`src/rtl/noc_pkg.sv`:
```
// Shared NoC definitions: flit type encoding, VC count, injector FSM states.
package noc_pkg;

    localparam int NVC = 2;

    localparam logic [1:0] HEAD     = 2'b00;
    localparam logic [1:0] BODY     = 2'b01;
    localparam logic [1:0] TAIL     = 2'b10;
    localparam logic [1:0] HEADTAIL = 2'b11;

    typedef enum logic {
        IDLE = 1'b0,
        LOCK = 1'b1
    } inj_state_t;

endpackage

```
`src/rtl/inj_credit_cnt.sv`:
```
// Per-VC downstream credit counter; saturates at DEPTH and flags overflow.
module inj_credit_cnt #(
    parameter int DEPTH = 4,
    parameter int CW    = 3
) (
    input  logic          clk,
    input  logic          rst_,
    input  logic          inc,
    input  logic          dec,
    output logic [CW-1:0] cnt,
    output logic          ovf
);

    localparam logic [CW-1:0] FULL = CW'(DEPTH);

    logic [CW-1:0] cnt_q;
    logic [CW-1:0] cnt_d;

    always_comb begin
        cnt_d = cnt_q;
        ovf   = 1'b0;
        if (inc && !dec) begin
            if (cnt_q == FULL) begin
                ovf = 1'b1;
            end else begin
                cnt_d = cnt_q + 1'b1;
            end
        end else if (dec && !inc) begin
            cnt_d = cnt_q - 1'b1;
        end
    end

    always_ff @(posedge clk or negedge rst_) begin
        if (!rst_) begin
            cnt_q <= FULL;
        end else begin
            cnt_q <= cnt_d;
        end
    end

    assign cnt = cnt_q;

endmodule

```
`src/rtl/pe_inj_sched.sv`:
```
// PE injection scheduler: shares the local link between two VCs with
// head-to-tail packet locking, round-robin arbitration and credit tracking.
module pe_inj_sched
    import noc_pkg::*;
#(
    parameter int DEPTH = 4,
    parameter int CW    = 3
) (
    input  logic            clk,
    input  logic            rst_,
    input  logic [NVC-1:0]  req,
    input  logic [1:0]      ftype0,
    input  logic [1:0]      ftype1,
    input  logic [NVC-1:0]  credit_in,
    output logic [NVC-1:0]  grt,
    output logic [NVC-1:0]  sel,
    output logic            valid,
    output logic            lock,
    output logic [2*CW-1:0] cred,
    output logic            err
);

    inj_state_t state_q, state_d;
    logic       owner_q, owner_d;
    logic       rr_q, rr_d;
    logic [1:0] sel_q, sel_d;
    logic       err_q, err_d;

    logic [CW-1:0] cred0, cred1;
    logic          ovf0, ovf1;
    logic [1:0]    elig;
    logic [1:0]    g;
    logic          gv;
    logic [1:0]    ft;
    logic          perr;

    inj_credit_cnt #(.DEPTH(DEPTH), .CW(CW)) u_cred0 (
        .clk (clk),
        .rst_(rst_),
        .inc (credit_in[0]),
        .dec (grt[0]),
        .cnt (cred0),
        .ovf (ovf0)
    );

    inj_credit_cnt #(.DEPTH(DEPTH), .CW(CW)) u_cred1 (
        .clk (clk),
        .rst_(rst_),
        .inc (credit_in[1]),
        .dec (grt[1]),
        .cnt (cred1),
        .ovf (ovf1)
    );

    assign elig = req & {(cred1 != '0), (cred0 != '0)};

    always_comb begin
        g       = 2'b00;
        gv      = 1'b0;
        ft      = ftype0;
        perr    = 1'b0;
        state_d = state_q;
        owner_d = owner_q;
        rr_d    = rr_q;
        case (state_q)
            IDLE: begin
                if (elig == 2'b11) begin
                    g = rr_q ? 2'b10 : 2'b01;
                end else begin
                    g = elig;
                end
                gv = g[1];
                ft = gv ? ftype1 : ftype0;
                if (|g) begin
                    case (ft)
                        HEAD: begin
                            state_d = LOCK;
                            owner_d = gv;
                        end
                        HEADTAIL: rr_d = ~gv;
                        default: begin
                            perr = 1'b1;
                            rr_d = ~gv;
                        end
                    endcase
                end
            end
            LOCK: begin
                // Only the owner may send; the other VC waits for the tail.
                g[owner_q] = elig[owner_q];
                ft = owner_q ? ftype1 : ftype0;
                if (|g) begin
                    case (ft)
                        BODY: ;
                        TAIL: begin
                            state_d = IDLE;
                            rr_d    = ~owner_q;
                        end
                        default: begin
                            perr    = 1'b1;
                            state_d = IDLE;
                            rr_d    = ~owner_q;
                        end
                    endcase
                end
            end
            default: state_d = IDLE;
        endcase
    end

    assign grt   = rst_ ? g : 2'b00;
    assign valid = |grt;
    assign sel_d = (|grt) ? grt : sel_q;
    assign err_d = err_q | perr | ovf0 | ovf1;

    always_ff @(posedge clk or negedge rst_) begin
        if (!rst_) begin
            state_q <= IDLE;
            owner_q <= 1'b0;
            rr_q    <= 1'b0;
            sel_q   <= 2'b00;
            err_q   <= 1'b0;
        end else begin
            state_q <= state_d;
            owner_q <= owner_d;
            rr_q    <= rr_d;
            sel_q   <= sel_d;
            err_q   <= err_d;
        end
    end

    assign sel  = sel_q;
    assign lock = (state_q == LOCK);
    assign err  = err_q;
    assign cred = {cred1, cred0};

endmodule

```
`config.mk`:
```
export PLATFORM = sky130hd
export DESIGN_NAME = pe_inj_sched
export DESIGN_NICKNAME = d
export VERILOG_FILES = /design/src/rtl/noc_pkg.sv /design/src/rtl/inj_credit_cnt.sv /design/src/rtl/pe_inj_sched.sv
export SDC_FILE = /design/constraint.sdc
export NUM_CORES = 1
export LEC_CHECK = 0
export CORE_UTILIZATION = 49
export DETAILED_ROUTE_END_ITERATION = 12
export PLACE_DENSITY = 0.78
export SETUP_SLACK_MARGIN = 0.2
export SYNTH_ARGS = -nofsm -noshare
export SYNTH_HDL_FRONTEND = slang
export SYNTH_HIERARCHICAL = 1
export SYNTH_SLANG_ARGS = --single-unit
```
`constraint.sdc`:
```
create_clock -name clk -period 2.95 [get_ports clk]
set_input_delay 0.7375 -clock clk [delete_from_list [all_inputs] [get_ports clk]]
set_output_delay 0.7375 -clock clk [all_outputs]
set_load 0.02 [all_outputs]
```
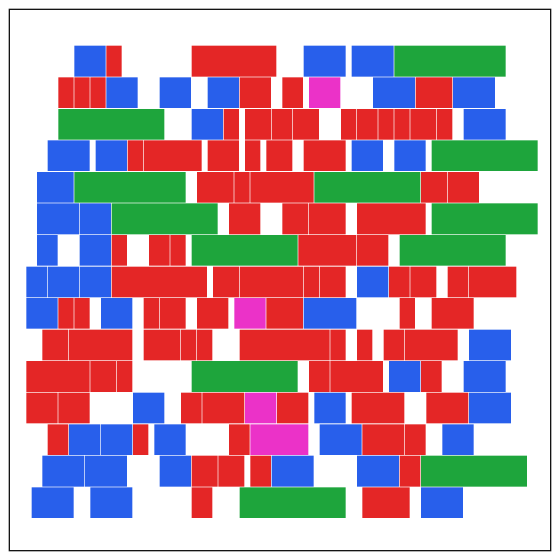
**Above:** run 1 (cell classes on the final placement).
Magenta is clock drivers and dummy loads, cells 4. Blue is remaining buffers and delay cells, cells 45. Green is registers, cells 12. Red is remaining logic cells, cells 89.
Final Core Density: 0.780
Final Cell Area: 1410 sq um
Core Box Area: 1800 sq um

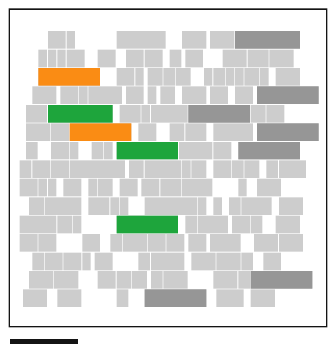
**Above:** run 1 (register map, names as in the netlist).
The bar under the picture is 10 um long. Other sequential cells in the stronger grey, the rest of the logic in the fainter grey.
Orange is `sel`, placed flops 2. Green is `u_cred0/cnt`, placed flops 3.
flop share of the area: 0.215
Seq group: 0.405 mW
FF+latch area: 303 sq um

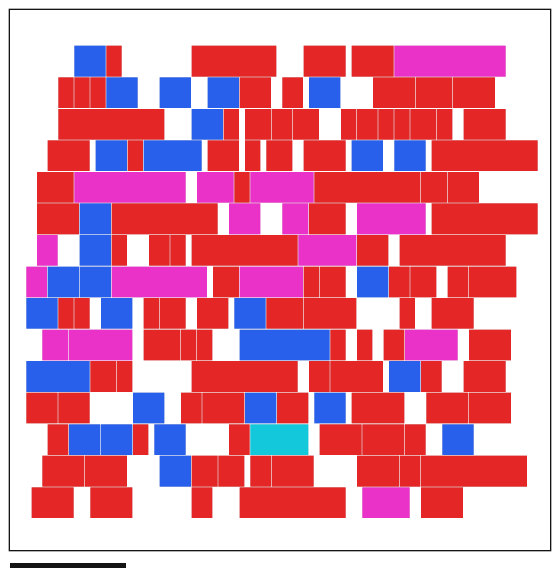
**Above:** run 1 (cells by drive strength).
The bar under the picture is 10 um long.
Cyan is x6 and larger, cells 1, most used clkbuf_8. Red is x1 and smaller, cells 104, most used clkdlybuf4s50_1. Blue is x3 and x4, cells 29, most used buf_4. Magenta is x2, cells 16.
Area growth syn-to-layout: 44.3%
number of non-clock buffers: 45
Final Worst Setup Slack: 0.285 ns

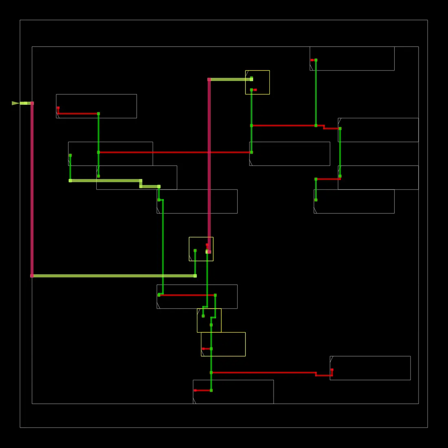
**Above:** run 1 (clock routing).
Clk power: 0.136 mW
Clock Sinks: 12

-- run 1: stage by stage --
| step | setup slack, ns | instances | hold WS (ns) | TNS (ns) | instance area (sq um) |
|---|---|---|---|---|---|
| after floorplan | 0.296 | 106 | 0.442 | 0 | 973 |
| after global placement | -0.198 | 166 | 0.464 | -0.648 | 1320 |
| after detailed placement | -0.261 | 166 | 0.463 | -0.914 | 1320 |
| after CTS | 0.232 | 174 | 0.491 | 0 | 1380 |
| after global routing | 0.188 | 175 | 0.521 | 0 | 1410 |
| final | 0.285 | 175 | 0.496 | 0 | 1410 |
-- run 1: cell type report --
class,count,area [sq um],area share
well taps,25,31.3,0.0223
inverters,7,26.3,0.0187
flip-flops and latches,12,303,0.215
multi-input cells,82,624,0.444
clock buffers,4,36.3,0.0258
repair buffers,45,384,0.273
-- run 1: flip-flops by register name, indices dropped and copies added (netlist names) --
register / cells
err: 1
lock: 1
owner_q: 1
rr_q: 1
sel: 2
u_cred0/cnt: 3
u_cred1/cnt: 3
-- run 1: path summary, 6_finish.rpt --
| check | cells after the start | to | slack [ns] |
|---|---|---|---|
| min in group asynchronous | 2 | lock | 0.91 |
| max in group asynchronous | 2 | u_cred0/cnt[2] | 1.81 |
| min reg2reg | 2 | sel[0] | 0.50 |
| max | 12 | u_cred0/cnt[2] | 0.29 |
| max reg2reg | 12 | u_cred0/cnt[2] | 0.41 |
| min | 2 | sel[0] | 0.50 |
-- run 1: repair_timing --
action,4_1_cts,5_1_grt
pin swaps,2,4
hold endpoints to repair,0,0
gates cloned,0,0
gates resized,12,5
setup endpoints to repair,5,5
setup buffers,4,1
==> flow_summary.toml, run 1 <==
# generated from flow reports
[yosys]
ys_warn_count = 6
top_cells_by_area = "dfrtp_1 (26%), dfstp_2 (5.4%), mux2i_1 (5.1%), nand2_1 (4.2%), fa_1 (4.1%)"
largest_area_cell = "dfrtp_1"
syn-mean-instance-area_sq_um = 9.18
synthArstFlopShare = 1.00
mux_share = 0.104
yosysUniqueCellTypes = 43
synth-edff-count = 0
synth_cells = 106
numSynthFlops = 12
synth.most_common_cell = "nand2_1"
ys_cells = 106
yosys-top-cells-count = "nand2_1 (11), dfrtp_1 (10), inv_1 (7), nor2_1 (7), o21ai_0 (7)"
logic_family = "AND-OR/OR-AND gates"
fp_nets = 120
ys_sh_adder = 0.0668
top_cell_area_share = 0.257
ys_area_sq_um = 973
syn_area_sq_um = 973
ys.flop_type = "dfrtp_1"
seq_area_frac_synth = 0.311
ys_sh_xor = 0.0180
synthSimpleGateAreaFrac = 0.195
ys_sh_aoi = 0.234

[critical_path]
cp_top_family = "buffers and inverters"
path_class = "in -> reg"
crit_path_start_kind = "input pin"
cpMostUsedCell = "buf_4"
cp-startpoint = "rst_"
worst-path-buf-inv = 6
slowest_delay_ns = 0.56
worstPathRequired_ns = 3.14
cp_max_fo = 3
crit_arrival_ns = 2.86
cpMaxStageDelayCell = "clkdlybuf4s50_1"
path_cells = "clkdlybuf4s50_1, o2111ai_2, buf_4, inv_1, buf_4, inv_1, nand2_1, fa_2, buf_4, nor2_2, mux2_4, a221oi_2"
critical_path.endpoint_type = "flop"
r2r-start = "u_cred1/cnt[2]"

[drt]
dr.pass1.iters = 4
drt-vias-per-instance = 5.74
wl_per_cell_um = 14.7
vias = 1004
drt_wl_total_um = 2570
drc = 0
wl_met2_um = 1350
routed-wl-met3_um = 146
highest_layer = "met4"
antenna_left = 0
wl_met1_um = 1030
initialDrtViolationCount = 28

[final_timing]
timing.slew.headroom = 0.747
tightest_slew_ns = 0.380
period_minus_slack_ns = 2.66
slew_viol_final = 0
hold_viol_final = 0
clock_skew_ns = 0.00193
fin_crit_sh = 0.903
max_freq_ghz = 0.375
setup_viol = 0
rsz0062_at_grt = "false"

[floorplan]
die_h_um = 46.6
die_w_um = 46.6
dieArea_sq_um = 2170
pin_count = 23
rows = 15
fp_util = 0.540

[grt]
overflow = 0
busiest_layer = "met2"
met3_usage = 0.0471
grt_util_met2 = 0.458
grt_start_max_net_pins = 13
grt_util_met1 = 0.298
grt_pass1_wl_um = 3930
grt_pass1_vias = 928
antenna_found_initial = 0
grt.total_usage = 0.264

[placement]
port_buffers = 22
dp_hpwl_um = 1820
gp_congestion = 0.878

[outcome]
run_status = "finished, final reports clean"

[layout]
nFillCells = 123
antenna_cells = 0
drive_above_1_share = 0.307
nets = 165
mostFrequentLayoutCell = "buf_4"
final_layout_top_logic_cells = "buf_4 (23), clkdlybuf4s50_1 (17), nand2_1 (11)"

[cts]
cts_inserted_buffers = 3
cts_tree = "yes"
postCtsHoldBufs = 0
clk_path_buf_depth = 2
clk_pin_slew_ns = 0.08
clk_latency_ns = 0.28
root_buffer = "clkbuf_4"
htree_levels = 1

[pwr]
p_comb_frac = 0.631
switching_share = 0.451
p_total_mw = 1.47
clkPwrFrac = 0.093
switchingPower_mw = 0.662
p_leak_nw = 0.636
seqPwrFrac = 0.276
power_leader = "combinational cells"
p_int_mw = 0.807
p_comb_mw = 0.927
vdd_drop_max_mv = 0.581
power_density_nw_per_um2 = 1050

[job]
warnings = 26
max-cap-violations = 0

[hold_path]
hp-class = "reg -> reg"
min-delay-start = "sel[0]"
==> run 2: changes to the inputs <==
--- a/config.mk
+++ b/config.mk
@@ -5,11 +5,11 @@
 export SDC_FILE = /design/constraint.sdc
 export NUM_CORES = 1
 export LEC_CHECK = 0
-export CORE_UTILIZATION = 49
+export CORE_UTILIZATION = 46
 export DETAILED_ROUTE_END_ITERATION = 12
-export PLACE_DENSITY = 0.78
+export PLACE_DENSITY = 0.76
 export SETUP_SLACK_MARGIN = 0.2
 export SYNTH_ARGS = -nofsm -noshare
 export SYNTH_HDL_FRONTEND = slang
-export SYNTH_HIERARCHICAL = 1
 export SYNTH_SLANG_ARGS = --single-unit
+export TNS_END_PERCENT = 5
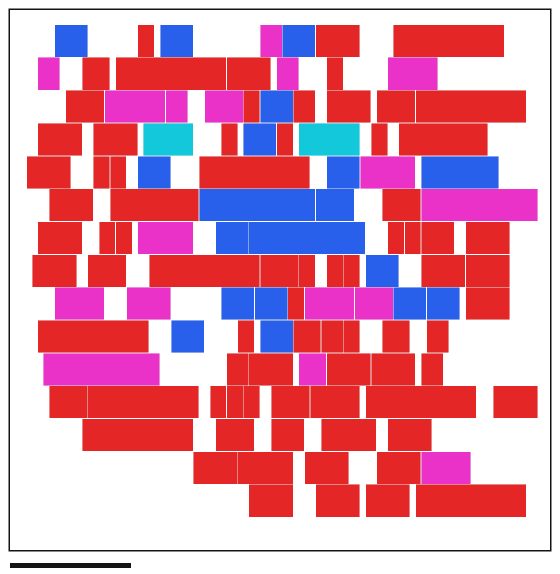
**Above:** run 2 (cells by drive strength).
The bar under the picture is 10 um long.
Red is x1 and smaller, cells 78, most used clkdlybuf4s50_1. Magenta is x2, cells 17. Cyan is x6 and larger, cells 2. Blue is x3 and x4, cells 19, most used buf_4.
Final Cell Area: 1210 sq um
Final Worst Setup Slack: 0.204 ns
Area growth syn-to-layout: 44.4%
number of non-clock buffers: 35

==> run 2 against run 1 <==
Worst setup slack got worse by 0.081 ns. Routed wire length decreased by 25%. Sequential share of layout area up 3.4 points. Via count shrank 27%. Final area shrank 14%. First-iteration DRC count is 50% lower. Utilization is 7.8 points lower. Sequential power shrank 2%. Cell count is 19% lower. Total power is 15% lower. Clock power down 3%. Worst hold slack lost 0.013 ns. Critical endpoint is now grt[1]. Largest cell class unchanged.
==> flow_summary.toml, run 2 <==
# generated from flow reports
[job]
max-cap-violations = 0

[drt]
dr.pass1.iters = 4
drc = 0
drt_wl_total_um = 1940
antenna_left = 0
drt-vias-per-instance = 5.23

[critical_path]
r2r-end = "err"
worstPathRequired_ns = 2.21
r2r_cells = 8
path_class = "in -> out"

[yosys]
ys.flop_type = "dfrtp_1"
syn_area_sq_um = 840
ys_sh_xor = 0.0417
syn-mean-instance-area_sq_um = 10.5
ys_cells = 80
synth.most_common_cell = "nand2_1"
yosys-top-cells-count = "nand2_1 (12), dfrtp_1 (10), mux2i_1 (6), nor2_1 (6)"
yosysUniqueCellTypes = 37
synthSimpleGateAreaFrac = 0.136
fp_nets = 94
seq_area_frac_synth = 0.361
ys_sh_adder = 0.0775
logic_family = "AND-OR/OR-AND gates"
top_cell_area_share = 0.298
largest_area_cell = "dfrtp_1"
synth_cells = 80
numSynthFlops = 12
top_cells_by_area = "dfrtp_1 (30%), mux2i_1 (7.2%), dfstp_2 (6.3%), nand2_1 (5.4%), fa_1 (4.8%)"
mux_share = 0.112

[pwr]
vdd_drop_max_mv = 0.626
clkPwrFrac = 0.106
switching_share = 0.436
power_leader = "combinational cells"
p_total_mw = 1.25
p_comb_frac = 0.577
seqPwrFrac = 0.317
p_int_mw = 0.705
p_leak_nw = 0.556
switchingPower_mw = 0.545

[cts]
clk_path_buf_depth = 2
postCtsHoldBufs = 0
root_buffer = "clkbuf_4"
cts_inserted_buffers = 3
cts_tree = "yes"
clkSinkCount = 12

[placement]
place_area_sq_um = 1140
pre_cts_slack_ns = -0.157
dp.cells = 134
gp_congestion = 0.765
port_buffers = 22
dp_hpwl_um = 1410

[floorplan]
rows = 15
die_w_um = 44.7
fp_util = 0.486
core-area_sq_um = 1730
pin_count = 23

[final_timing]
tightest_slew_ns = 0.463
fin_crit_sh = 0.931
tns_ns = 0
setup_viol = 0
rsz0062_at_grt = "true"
clock_skew_ns = 0.00658
hold_viol_final = 0
max_freq_ghz = 0.364

[grt]
grt_pass1_wl_um = 3130
overflow = 0
grt_start_max_net_pins = 13
grt_pass1_vias = 673
grt.total_usage = 0.218

[hold_path]
min-delay-start = "sel[0]"
hold_depth = 1
whs_endpoint = "sel[0]"

[layout]
final_layout_top_logic_cells = "clkdlybuf4s50_1 (19), nand2_1 (12), buf_4 (12)"
mostFrequentLayoutCell = "clkdlybuf4s50_1"
drive_above_1_share = 0.328
nFillCells = 147
fin_util = 0.702

[outcome]
run_status = "finished, final reports clean"
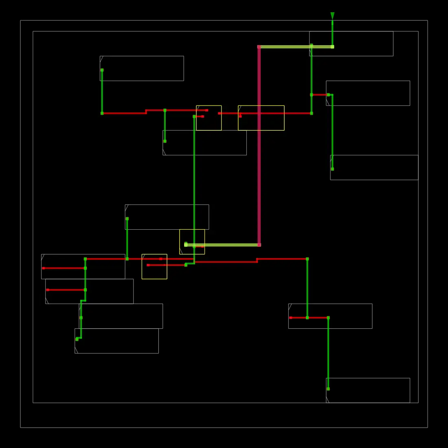
**Above:** run 2 (clock routing).
Clk power: 0.132 mW
clock buf count: 4
FFs & Latches: 12

-- run 2: cell count changes in the layout (fill, tap and decap cells not counted), sizes merged, moves of 3 or more --
cell	change
buf	-10
inv	-4
o21ai	-4
a21oi	-3
nor3	-3
o22ai	-3
-- run 2: area by class of cell --
class,count,area [sq um],share of cell area
Timing Repair Buffer,35,307,0.253
Clock buffer,4,36.3,0.0299
Sequential cell,12,303,0.250
Tap cell,25,31.3,0.0258
Multi-Input combinational cell,61,519,0.428
Inverter,4,16.3,0.0134
-- run 2: repair_timing --
action / in CTS / in global routing
pin swaps: 0 / 2
endpoints found under the setup margin: 3 / 5
setup buffers: 0 / 3
gates resized: 10 / 6
-- run 2: logic make-up (layout without fill, tap and decap cells) --
logic type                 after synthesis  in the layout
and+or+nand+nor                         25             25
adders and majority gates                4              4
DFF                                     12             12
buffers and inverters                    7             43
AOI/OAI and AO/OA                       19             19
xor gates and xnor gates                 4              4
muxes                                    9              9
-- run 2: worst max-delay path, cell delays in order --
cell and delay (ns):
clkdlybuf4s50_1 0.49, o31a_4 0.17, nand2_2 0.07, o2111ai_4 0.27
clkinv_2 0.10, buf_2 0.17
-- run 2: worst max path at each step --
stage,from,to,slack [ns]
3_5_place_dp,req[1],grt[0],-0.16
6_report,req[0],grt[1],0.20
4_1_cts,req[1],grt[0],0.13
5_1_grt,req[0],grt[1],0.15
2_1_floorplan,req[0],u_cred1.cnt[2],0.74
3_3_place_gp,req[1],grt[0],-0.14
-- run 2: routing by layer --
metal | vias up | part of all wire | GRT usage | wire, um
met5 | - | 0 | 0 | 0
met4 | 0 | 0.011 | 0.109 | 21
met3 | 2 | 0.040 | 0.0400 | 78
met2 | 17 | 0.52 | 0.356 | 1000
met1 | 357 | 0.43 | 0.278 | 835
li1 | 361 | - | - | -
Power figures rest on the tool's default switching activity, not on a simulated workload.
